===== src/rtl/clock_pkg.sv =====
// Shared constants and types for the push-button input path.
// Button indices, channel FSM encoding and default timing.
package clock_pkg;

   localparam int unsigned N_BTN_DEF = 5;

   localparam int unsigned BTN_U = 0;
   localparam int unsigned BTN_D = 1;
   localparam int unsigned BTN_L = 2;
   localparam int unsigned BTN_R = 3;
   localparam int unsigned BTN_M = 4;

   // 5 ms, 500 ms and 100 ms at 100 MHz
   localparam int unsigned DEBOUNCE_CYCLES_DEF = 500000;
   localparam int unsigned REPEAT_DELAY_DEF    = 50000000;
   localparam int unsigned REPEAT_PERIOD_DEF   = 10000000;

   localparam logic [N_BTN_DEF-1:0] REPEAT_MASK_DEF =
      N_BTN_DEF'((1 << BTN_U) | (1 << BTN_D));

   typedef enum logic [1:0] {
      ST_IDLE   = 2'd0,
      ST_HELD   = 2'd1,
      ST_REPEAT = 2'd2
   } btn_state_e;

   function automatic int unsigned cnt_width(
      input int unsigned max_val
   );
      return (max_val == 0) ? 1 : $clog2(max_val + 1);
   endfunction

endpackage


===== src/rtl/btn_channel.sv =====
// One push button: 2-flop synchronizer, debouncer, press/release
// one-shots and the long-press / auto-repeat state machine.
module btn_channel
   import clock_pkg::*;
#(
   parameter int unsigned DEBOUNCE_CYCLES = DEBOUNCE_CYCLES_DEF,
   parameter int unsigned REPEAT_DELAY    = REPEAT_DELAY_DEF,
   parameter int unsigned REPEAT_PERIOD   = REPEAT_PERIOD_DEF,
   parameter bit          REPEAT_EN       = 1'b0
) (
   input  logic clk,
   input  logic resetn,
   input  logic raw_i,
   output logic level_o,
   output logic press_o,
   output logic release_o,
   output logic long_o
);

   localparam int unsigned DW = cnt_width(DEBOUNCE_CYCLES);
   localparam int unsigned HW = cnt_width(REPEAT_DELAY);
   localparam int unsigned PW = cnt_width(REPEAT_PERIOD);

   localparam logic [DW-1:0] DEB_LAST = DW'(DEBOUNCE_CYCLES - 1);
   localparam logic [HW-1:0] HOLD_LAST = HW'(REPEAT_DELAY - 1);
   localparam logic [HW-1:0] HOLD_MAX = HW'(REPEAT_DELAY);
   localparam logic [PW-1:0] PER_LAST = PW'(REPEAT_PERIOD - 1);

   btn_state_e state_q, state_d;

   logic          sync1_q, sync1_d;
   logic          sync2_q, sync2_d;
   logic [DW-1:0] deb_cnt_q, deb_cnt_d;
   logic          level_q, level_d;
   logic [HW-1:0] hold_q, hold_d;
   logic [PW-1:0] per_q, per_d;
   logic          press_q, press_d;
   logic          release_q, release_d;
   logic          long_q, long_d;

   logic differ;
   logic deb_hit;
   logic rise;
   logic fall;
   logic hold_hit;
   logic per_hit;

   always_comb begin
      sync1_d   = raw_i;
      sync2_d   = sync1_q;
      differ    = sync2_q ^ level_q;
      deb_hit   = differ && (deb_cnt_q == DEB_LAST);
      deb_cnt_d = (differ && !deb_hit) ? deb_cnt_q + 1'b1 : '0;
      level_d   = level_q ^ deb_hit;
      rise      = deb_hit && !level_q;
      fall      = deb_hit && level_q;
      hold_hit  = (state_q == ST_HELD) && (hold_q == HOLD_LAST);
      per_hit   = (state_q == ST_REPEAT) && (per_q == PER_LAST);
   end

   always_ff @(posedge clk or negedge resetn) begin
      if (!resetn) begin
         state_q <= ST_IDLE;
      end else begin
         state_q <= state_d;
      end
   end

   always_comb begin
      state_d = state_q;
      unique case (state_q)
         ST_IDLE: begin
            if (rise) state_d = ST_HELD;
         end
         ST_HELD: begin
            if (fall)          state_d = ST_IDLE;
            else if (hold_hit) state_d = ST_REPEAT;
         end
         ST_REPEAT: begin
            if (fall) state_d = ST_IDLE;
         end
         default: state_d = ST_IDLE;
      endcase
   end

   // A release edge always wins: counters clear and no repeat fires.
   always_comb begin
      hold_d = '0;
      per_d  = '0;
      if ((state_q != ST_IDLE) && !fall) begin
         hold_d = (hold_q == HOLD_MAX) ? hold_q : hold_q + 1'b1;
         if (state_q == ST_REPEAT) begin
            per_d = per_hit ? '0 : per_q + 1'b1;
         end
      end
      press_d   = rise ||
                  (REPEAT_EN && !fall && (hold_hit || per_hit));
      release_d = fall;
      long_d    = (long_q || hold_hit) && !fall;
   end

   always_ff @(posedge clk or negedge resetn) begin
      if (!resetn) begin
         sync1_q   <= 1'b0;
         sync2_q   <= 1'b0;
         deb_cnt_q <= '0;
         level_q   <= 1'b0;
         hold_q    <= '0;
         per_q     <= '0;
         press_q   <= 1'b0;
         release_q <= 1'b0;
         long_q    <= 1'b0;
      end else begin
         sync1_q   <= sync1_d;
         sync2_q   <= sync2_d;
         deb_cnt_q <= deb_cnt_d;
         level_q   <= level_d;
         hold_q    <= hold_d;
         per_q     <= per_d;
         press_q   <= press_d;
         release_q <= release_d;
         long_q    <= long_d;
      end
   end

   assign level_o   = level_q;
   assign press_o   = press_q;
   assign release_o = release_q;
   assign long_o    = long_q;

endmodule


===== src/rtl/push_button_conditioner.sv =====
// Conditions the raw push buttons into clean clk-synchronous
// level, press, release and long-press signals.
module push_button_conditioner
   import clock_pkg::*;
#(
   parameter int unsigned       N_BTN           = N_BTN_DEF,
   parameter int unsigned       DEBOUNCE_CYCLES = DEBOUNCE_CYCLES_DEF,
   parameter int unsigned       REPEAT_DELAY    = REPEAT_DELAY_DEF,
   parameter int unsigned       REPEAT_PERIOD   = REPEAT_PERIOD_DEF,
   parameter logic [N_BTN-1:0]  REPEAT_MASK     = N_BTN'(REPEAT_MASK_DEF)
) (
   input  logic             clk,
   input  logic             resetn,
   input  logic [N_BTN-1:0] push_raw,
   output logic [N_BTN-1:0] btn_level,
   output logic [N_BTN-1:0] btn_press,
   output logic [N_BTN-1:0] btn_release,
   output logic [N_BTN-1:0] btn_long
);

   for (genvar i = 0; i < N_BTN; i++) begin : g_btn
      btn_channel #(
         .DEBOUNCE_CYCLES (DEBOUNCE_CYCLES),
         .REPEAT_DELAY    (REPEAT_DELAY),
         .REPEAT_PERIOD   (REPEAT_PERIOD),
         .REPEAT_EN       (REPEAT_MASK[i])
      ) u_ch (
         .clk       (clk),
         .resetn    (resetn),
         .raw_i     (push_raw[i]),
         .level_o   (btn_level[i]),
         .press_o   (btn_press[i]),
         .release_o (btn_release[i]),
         .long_o    (btn_long[i])
      );
   end

endmodule


===== config.mk =====
export PLATFORM = sky130hd
export DESIGN_NAME = push_button_conditioner
export DESIGN_NICKNAME = d
export VERILOG_FILES = /design/src/rtl/clock_pkg.sv /design/src/rtl/btn_channel.sv /design/src/rtl/push_button_conditioner.sv
export SDC_FILE = /design/constraint.sdc
export NUM_CORES = 1
export LEC_CHECK = 0
export ABC_AREA = 1
export ABC_CLOCK_PERIOD_IN_PS = 1950
export CORE_MARGIN = 3
export CORE_UTILIZATION = 60
export CTS_CLUSTER_DIAMETER = 80
export DETAILED_ROUTE_END_ITERATION = 8
export DONT_BUFFER_PORTS = 1
export GPL_ROUTABILITY_DRIVEN = 0
export PLACE_DENSITY_LB_ADDON = 0.3
export SYNTH_ARGS = -nofsm -noshare
export SYNTH_HDL_FRONTEND = slang
export SYNTH_SLANG_ARGS = --single-unit

===== constraint.sdc =====
create_clock -name clk -period 1.95 [get_ports clk]
set_input_delay 0.195 -clock clk [delete_from_list [all_inputs] [get_ports clk]]
set_output_delay 0.195 -clock clk [all_outputs]
set_load 0.05 [all_outputs]

final_clocks.png
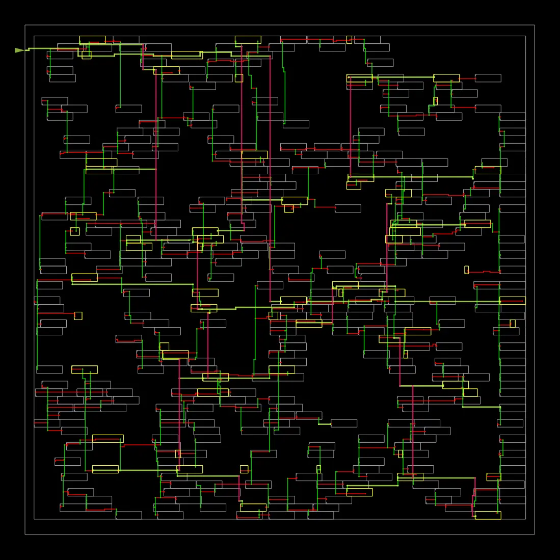
sequential cell count of the final layout: 313
Inserted Clock Buffers: 36
Clock Sink Count: 313

density.png
(1.5 px per um) The die is cut into 18 by 18 equal tiles; black is low, pale yellow is high, 0 to 100% covered.
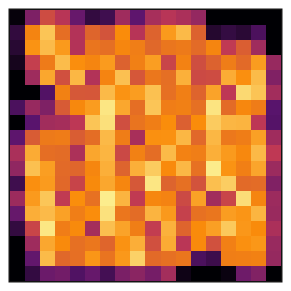
5.6% of the tiles are nearly empty. 31% of the tiles are over 75% full. The fullest tile reaches 96%. The mean over all tiles is 60%.

==> impl_metrics.py <==
# Metrics from the implementation run
metrics = {
    "synth": {
        "netlist_top_cells_count": "sky130_fd_sc_hd__nor2_1 (654), sky130_fd_sc_hd__nand2_1 (591), sky130_fd_sc_hd__inv_1 (324)",
        "synth_top_cell_by_area": "sky130_fd_sc_hd__dfrtp_1",
        "synth_chip_area_um2": 18300,
        "yosysCellCount": 2583,
        "synthesized_flop_and_latch_total": 313,
        "yosys_most_used_dff": "sky130_fd_sc_hd__dfrtp_1",
        "enable_flop_cells": 0,
        "synth_cell_type_count": 34,
        "asyncSetResetFlopFracSynth_pct": 100,
        "synthAdderAreaFrac_pct": 1.16,
        "ys_seq_share_pct": 42.8,
        "synthSimpleGateAreaFrac_pct": 40.0,
        "ys_warn_count": 0,
        "syn-cell-area_um2": 18300,
        "synthXorXnorAreaFrac_pct": 5.64,
        "synth_largest_type_area_fraction_pct": 42.8,
        "synth.net_count": 2607,
        "synth_top_cell_by_count": "sky130_fd_sc_hd__nor2_1",
        "post_synthesis_average_cell_area_um2": 7.09,
        "yosys.area_share.aoi_pct": 1.81,
        "post_synth_mux_area_share_pct": 0,
        "synthTopLogicFamily": "simple AND/OR/NAND/NOR gates",
        "synth_top_area_cells": "sky130_fd_sc_hd__dfrtp_1 (43%), sky130_fd_sc_hd__nor2_1 (13%), sky130_fd_sc_hd__nand2_1 (12%), sky130_fd_sc_hd__inv_1 (6.6%), sky130_fd_sc_hd__nand3_1 (5.2%)",
        "synth_cells": 2583,
    },
    "timing": {
        "totalNegativeSetupSlack_ns": 0,
        "slew_headroom_pct": 61.8,
        "slew_viol_final": 0,
        "finalSetupViolations": 0,
        "worst_pin_slew_ns": 0.573,
        "fmax_mhz": 564,
        "whs_ns": -0.630,
        "worst_clock_skew_ns": 0.0203,
        "min_period_ns": 1.77,
        "finalWorstSetupSlack_ns": 0.178,
        "final_hold_viol_count": 313,
        "final_min_period_over_clock_period_pct": 90.9,
    },
    "floorplan": {
        "die_h_um": 181,
        "design.portCount": 27,
        "fp-utilization_pct": 61.3,
        "placementRows": 63,
        "chip_area_um2": 32700,
        "core_area_um2": 29900,
        "die_width_um": 181,
    },
    "place": {
        "dpl_hpwl_mm": 27.2,
        "pre_cts_slack_ns": 0.104,
        "buffer_ports.inserted": 0,
        "placed_cells_incl_taps": 2945,
        "placement.cell_area_um2": 18500,
    },
    "global_routing": {
        "gr-usage-met3_pct": 3.34,
        "grtUsageMet1_pct": 32.5,
        "number_of_antenna_violations_at_the_first_check_in_global_routing": 0,
        "track_usage_pct": 23.7,
        "grt_start_max_net_pins": 314,
        "groute.layer.met2.usage_pct": 39.7,
        "grt_pass1_vias": 15400,
        "grt_overflow": 0,
        "wire_length_of_the_first_global_routing_pass_mm": 68.1,
        "globalRoute.busiestLayer": "met2",
    },
    "cts": {
        "worst_skew_pair.late_latency_ns": 0.51,
        "tritoncts": "built",
        "cts-htree-levels": 2,
        "max-clock-path-buffers": 3,
        "clk_pin_slew_worst_paths_ns": 0.06,
        "clock-root-buffer": "sky130_fd_sc_hd__clkbuf_16",
        "postCtsHoldBufs": 5,
    },
    "layout": {
        "final_layout_size_suffix_gt1_share_pct": 4.76,
        "area_delta_synth_final_pct": 8.77,
        "final_core_area_utilization_pct": 66.7,
        "final_layout_top_logic_cell": "sky130_fd_sc_hd__nor2_1",
        "stdcell_count": 3016,
        "reg.largest.list": "g_btn.u_ch.hold_q: 130 flops, g_btn.u_ch.deb_cnt_q: 95 flops, g_btn.u_ch.per_q: 48 flops",
        "final_area_um2": 19900,
        "largest_reg_flops": 130,
        "nNetsFinal": 2622,
        "largest_register": "g_btn.u_ch.hold_q",
        "antenna-diode-count": 0,
        "top_cells_excl_fill_tap": "sky130_fd_sc_hd__nor2_1 (654), sky130_fd_sc_hd__nand2_1 (591), sky130_fd_sc_hd__inv_1 (324), sky130_fd_sc_hd__dfrtp_1 (312), sky130_fd_sc_hd__nand3_1 (190)",
    },
    "critical_path": {
        "slowest_delay_ns": 0.36,
        "worstSetupEndpointType": "flop",
        "crit_end": "g_btn[4].u_ch.hold_q[13]",
        "path_class": "reg2reg",
        "cp.arrival_ns": 2.15,
        "worstReg2RegEnd": "g_btn[4].u_ch.hold_q[13]",
        "critical_path.top_delay_family": "simple AND/OR/NAND/NOR gates",
        "highest_delay_cell_along_the_critical_path": "sky130_fd_sc_hd__dfrtp_1",
        "critPathBufInv": 0,
        "cp_data_required_time_ns": 2.33,
        "ff2ff_setup_slack_ns": 0.18,
        "r2r_cells": 6,
        "worst_r2r_startpoint": "g_btn[4].u_ch.deb_cnt_q[0]",
        "cp_num_cells": 6,
        "setup.worst_path.start_class": "flop",
        "path_cells": "ha_1 -> nand3_1 -> nor3_2 -> nand3_2 -> nand2_2 -> nor2_1",
        "critPathLaunch": "g_btn[4].u_ch.deb_cnt_q[0]",
        "cp_max_fo": 22,
    },
    "run_status": {
        "violations": "negative hold slack",
        "outcome": "complete, but fails checks",
    },
    "pwr": {
        "relative_contribution_of_combinational_cells_to_total_power_pct": 0.8,
        "tot_pwr_mw": 13.8,
        "cell_leakage_power_nw": 8.32,
        "p_int_mw": 11.0,
        "vdd.ir_drop.worst_mv": 0.583,
        "power_density_nw_per_um2": 695,
        "power.clock.fraction_pct": 51.8,
        "p_sw_share_pct": 20.6,
        "net-switching-power_mw": 2.85,
        "share_seq_of_total_power_pct": 47.4,
    },
    "routing": {
        "drt-pass1-iter-count": 6,
        "postRouteAntennaNets": 0,
        "top_signal_layer_used": "met4",
        "met1Wirelength_mm": 17.6,
        "detail_route.wirelength_mm": 38.8,
        "detail_route.vias_per_cell": 5.33,
        "drc_marker_count_from_the_first_detailed_route_iteration": 1347,
        "drt_drc_violations_left": 0,
        "via_count": 16100,
        "wire_per_inst_um": 12.9,
        "met2_routed_wl_mm": 18.3,
        "met3_length_mm": 1.95,
    },
    "worst_hold_path": {
        "min-delay-path-class": "in2async",
    },
    "flow_run": {
        "openroad.warnings": 35,
        "drv.max_cap_violation_count": 0,
    },
}
==> power by group through the flow <==
| stage | clock (mW) | combinational (mW) | sequential (mW) |
|---|---|---|---|
| finish | 7.17 | 0.108 | 6.56 |
| global route | 7.61 | 0.126 | 6.56 |
| CTS | 7.33 | 0.109 | 6.56 |
| detailed placement | 0 | 0.0999 | 6.68 |
| global placement | 0 | 0.0960 | 6.68 |
| floorplan | 0 | 0.0884 | 6.67 |
==> layout make-up <==
class	count	area, um^2
Fill cell	2498	9960
Tap cell	390	488
Timing Repair Buffer	18	151
Inverter	327	1230
Sequential cell	313	7830
Clock inverter	18	253
Multi-Input combinational cell	1902	8930
Clock buffer	48	1030
==> what timing repair did <==
item                                    in CTS  in global routing
hold endpoints to repair                   318                313
endpoints found under the setup margin       0                 39
setup buffers                                0                  0
resized                                      0                  7
No activity file was given, so power comes from the tool's default toggle rates.
